Design mem_port_arbiter_flat, sky130hd; sources not shown.
### Nets reached from selected ports

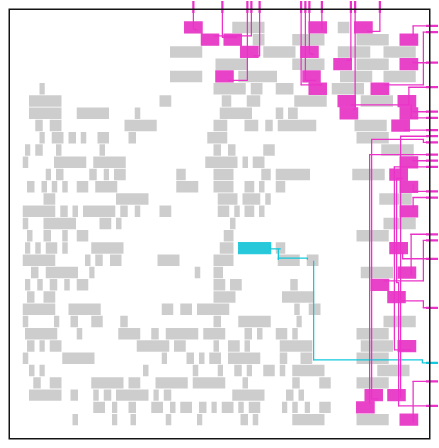
bus_d_addr -> magenta  # direction input, edge 20 right, 12 top, end cells 32, wire 602 µm
bus_d_done -> cyan  # direction output, edge right, end cells 1, wire 60.2 µm
port buffer count: 0
io pins: 235

### Clock network drawn from the DEF

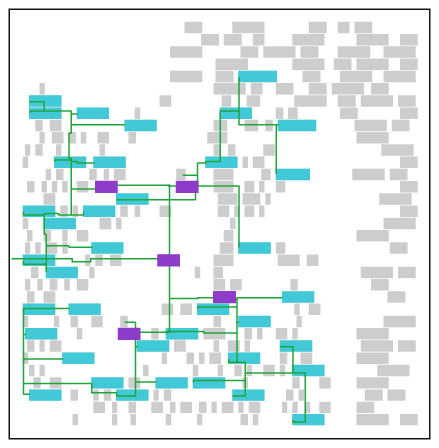
cells driving clock nets -> purple  # count 5
flip-flops -> cyan  # count 38
clock wires -> green  # length 533 µm
routed clock nets = 6
flops lie = spread over the die
Power Clock: 562 µW
share of total power in the clock network: 17.9%
Worst-Skew Late Latency: 0.29 ns
worst clock skew: 0.005305 ns

### Wiring by layer

Scale bar: 20 µm.
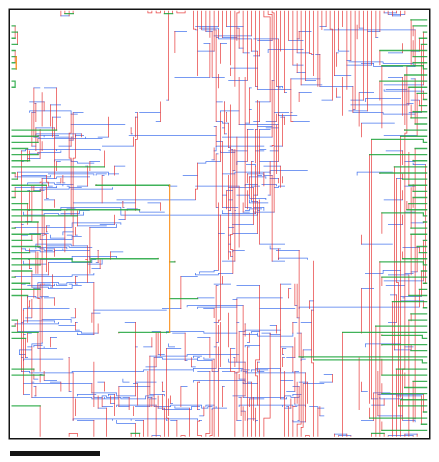
met2 -> red  # wire length 3440 µm
met1 -> blue  # wire length 2110 µm
met4 -> orange  # wire length 35.4 µm
met3 -> green  # wire length 687 µm
GR Util All Layers: 13.45%
mean routed wirelength per cell: 16.25 µm

### Placement view

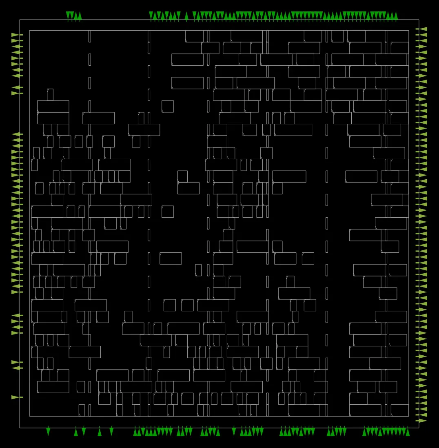
tap cell count: 105
row count: 33
final core utilization: 37.28%

### Ports around the boundary

Pins as bars across the die edge, other pins in grey.
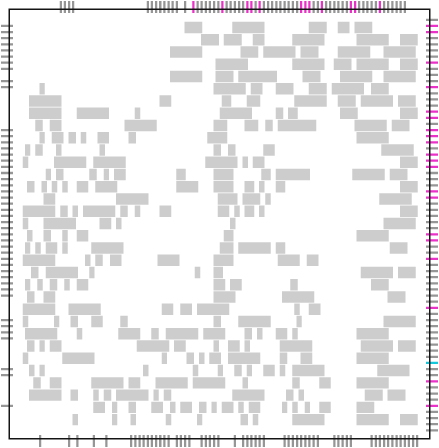
bus_d_addr -> magenta  # pins 32, direction input, edge 20 right, 12 top
bus_d_done -> cyan  # pins 1, direction output, edge right
all pins by edge = 68 right, 65 top, 57 bottom, 45 left
Die Y-Extent: 95 µm
chip width: 93 µm

==> flow_results.xml <==
<?xml version="1.0" encoding="UTF-8"?>
<metrics>
  <group name="hold_path">
    <metric name="hold_path.class" unit="">in2reg</metric>
    <metric name="whs_path_depth" unit="">1</metric>
  </group>
  <group name="placement">
    <metric name="place_congestion" unit="">0.6973</metric>
    <metric name="half_perimeter_wire_length_of_the_detailed_placement_result" unit="µm">5030</metric>
    <metric name="postPlaceCellArea" unit="µm²">2856</metric>
  </group>
  <group name="setup_path">
    <metric name="r2r_setup_slack" unit="ns">0.43</metric>
    <metric name="cp_data_required_time" unit="ns">1.60</metric>
    <metric name="worstPathArrival" unit="ns">1.52</metric>
    <metric name="critical_path_peak_fanout" unit="">35</metric>
    <metric name="path_class" unit="">reg2out</metric>
    <metric name="setup.worst_path.end_class" unit="">output port</metric>
    <metric name="cp_launch_type" unit="">register</metric>
    <metric name="reg2regPathDepth" unit="">5</metric>
  </group>
  <group name="final_timing">
    <metric name="timing.setup.tns" unit="ns">0</metric>
    <metric name="grt_setup_unrepaired" unit="">false</metric>
    <metric name="fin_worst_hold_slack" unit="ns">0.1728</metric>
    <metric name="max_clock_freq" unit="MHz">521.7</metric>
    <metric name="worst-slew-pin-transition" unit="ns">0.4249</metric>
    <metric name="timing.final.crit_share" unit="%">95.84</metric>
    <metric name="endpoints_failing_hold" unit="">0</metric>
    <metric name="slew_viol_final" unit="">0</metric>
    <metric name="maxSlewHeadroom" unit="%">71.67</metric>
    <metric name="setup_viol" unit="">0</metric>
    <metric name="final.min_clock_period" unit="ns">1.917</metric>
  </group>
  <group name="cells_and_area">
    <metric name="fin_area" unit="µm²">2955</metric>
    <metric name="antenna_cells" unit="">0</metric>
    <metric name="post_route_cells_drive_above_1_share" unit="%">42.35</metric>
    <metric name="largest_register_ffs" unit="">32</metric>
    <metric name="syn2layout_area_growth" unit="%">41.18</metric>
    <metric name="fillCellCount" unit="">907</metric>
    <metric name="final_net_count" unit="">419</metric>
  </group>
  <group name="pwr">
    <metric name="leakagePower" unit="nW">1.191</metric>
    <metric name="power_per_cell_area" unit="nW/µm²">1063</metric>
    <metric name="max-vdd-ir-drop" unit="mV">0.3945</metric>
  </group>
  <group name="clock_tree">
    <metric name="hold_buf_cts" unit="">0</metric>
    <metric name="tritoncts" unit="">yes</metric>
    <metric name="clkTransAtPathRegs" unit="ns">0.08</metric>
    <metric name="cts_inserted_buffers" unit="">5</metric>
    <metric name="clock_sinks" unit="">38</metric>
    <metric name="cts-htree-levels" unit="">2</metric>
    <metric name="ctsRootBufferMaster" unit="">clkbuf_8</metric>
    <metric name="clock_tree.buffer_depth" unit="">2</metric>
    <metric name="postCtsSetupBuffers" unit="">0</metric>
  </group>
  <group name="yosys">
    <metric name="synthTopCellsByCount" unit="">nand2_1 (67), dfxtp_1 (38), a21oi_1 (34)</metric>
    <metric name="synthesis.nets" unit="">387</metric>
    <metric name="most_common_cell" unit="">nand2_1</metric>
    <metric name="netlist-cell-type-count" unit="">25</metric>
    <metric name="ys_seq_elements" unit="">38</metric>
    <metric name="topCellsByArea" unit="">dfxtp_1 (36%), mux2_2 (17%), nand2_1 (12%), buf_4 (11%), a21oi_1 (8.1%)</metric>
    <metric name="ys_warn_count" unit="">0</metric>
    <metric name="average_footprint_of_a_synthesized_cell" unit="µm²">8.441</metric>
    <metric name="number_of_cells_in_the_yosys_synthesis_report" unit="">248</metric>
    <metric name="post-synth-top-area-cell" unit="">dfxtp_1</metric>
    <metric name="yosysTopAreaCellShare" unit="%">36.34</metric>
    <metric name="edf_count" unit="">0</metric>
    <metric name="yosys_most_used_dff" unit="">dfxtp_1</metric>
    <metric name="yosys-stat-area" unit="µm²">2093</metric>
    <metric name="cell_count_after_synthesis" unit="">248</metric>
    <metric name="synth-seq-area-share" unit="%">36.34</metric>
    <metric name="synth.cell_area" unit="µm²">2093</metric>
    <metric name="fraction_of_registers_with_async_set_reset" unit="%">0</metric>
  </group>
  <group name="routing">
    <metric name="drt_wl_total" unit="µm">6272</metric>
    <metric name="drc" unit="">0</metric>
    <metric name="via_count" unit="">1776</metric>
    <metric name="drt_first_iter_violations" unit="">82</metric>
    <metric name="antenna_left" unit="">0</metric>
    <metric name="drt_pre_antenna_iters" unit="">4</metric>
    <metric name="vias_per_cell" unit="">4.601</metric>
  </group>
  <group name="global_routing">
    <metric name="grt_pass1_wl" unit="µm">9073</metric>
    <metric name="first_global_vias" unit="">1824</metric>
    <metric name="global_route.usage.met3" unit="%">5.666</metric>
    <metric name="grt_start_max_net_pins" unit="">40</metric>
    <metric name="globalRoute.busiestLayer" unit="">met2</metric>
    <metric name="grt_overflow_total" unit="">0</metric>
    <metric name="grt_met2_use" unit="%">26.33</metric>
    <metric name="antenna_found_initial" unit="">0</metric>
    <metric name="global_route.usage.met1" unit="%">12.37</metric>
  </group>
  <group name="floorplan">
    <metric name="chipArea" unit="µm²">8835</metric>
    <metric name="floorplan.core_area" unit="µm²">7928</metric>
    <metric name="fp_util" unit="%">26.40</metric>
  </group>
  <group name="flow_run">
    <metric name="warning_count" unit="">30</metric>
    <metric name="max_cap_violations" unit="">0</metric>
  </group>
  <group name="run_status">
    <metric name="status" unit="">complete, no violations</metric>
  </group>
</metrics>
-- per-stage QoR --
step	worst slack [ns]	cells	power, mW
floorplan	0.05795	248	2.425
global placement	0.3733	378	2.586
detailed placement	0.3059	378	2.608
CTS	0.004804	386	3.179
global route	0.01484	386	3.261
finish	0.08318	386	3.142
-- cell type report --
cell class                 count  area [µm²]  share of cell area [%]
clock inverter                 2       11.26                  0.3810
sequential                    38       769.5                   26.04
clock buffer                   6       82.58                   2.794
multi-input combinational    159        1005                   34.00
tap                          105       131.4                   4.445
inverter                       4       15.01                  0.5080
timing repair buffer          72       940.9                   31.84
-- cells by family (layout without fill, tap and decap cells) --
family,Yosys count,in the layout,synth area share [%]
simple gates,82,82,17.51
buf+inv,51,84,15.84
compound gates,40,40,10.10
flops,38,38,36.34
mux,32,32,17.21
fa+ha+maj,5,5,2.989
-- report_power, final --
group | internal [mW] | switching, mW | total, mW
Combinational | 0.512 | 1.20 | 1.71
Clock | 0.278 | 0.284 | 0.562
Sequential | 0.813 | 0.0522 | 0.865
-- worst max-delay path, stage by stage, from the launching register on --
cell     delay (ns)
dfxtp_4        0.62
mux2_2         0.42
buf_12         0.17
-- layout by cell type, fill, tap and decap left out, drive strengths merged, types with 2 or more instances in the layout --
master / instances
buf: 72
nand2: 67
dfxtp: 38
a21oi: 34
mux2: 32
clkbuf: 6
ha: 5
inv: 5
nand2b: 4
and3b: 3
nor2b: 2
nand4: 2
a31oi: 2
or4: 2
o21ai: 2
-- timing repair --
| item | CTS | global route |
|---|---|---|
| gates cloned | 0 | 0 |
| pin swaps | 1 | 1 |
| resized | 1 | 2 |
| endpoints found under the setup margin | 1 | 1 |
-- layer usage --
metal  vias up  part of all wire [%]
li1        847                     -
met5         -                     0
met1       801                    34
met4         0                  0.56
met3         6                    11
met2       122                    55
No activity file was given, so power comes from the tool's default toggle rates.
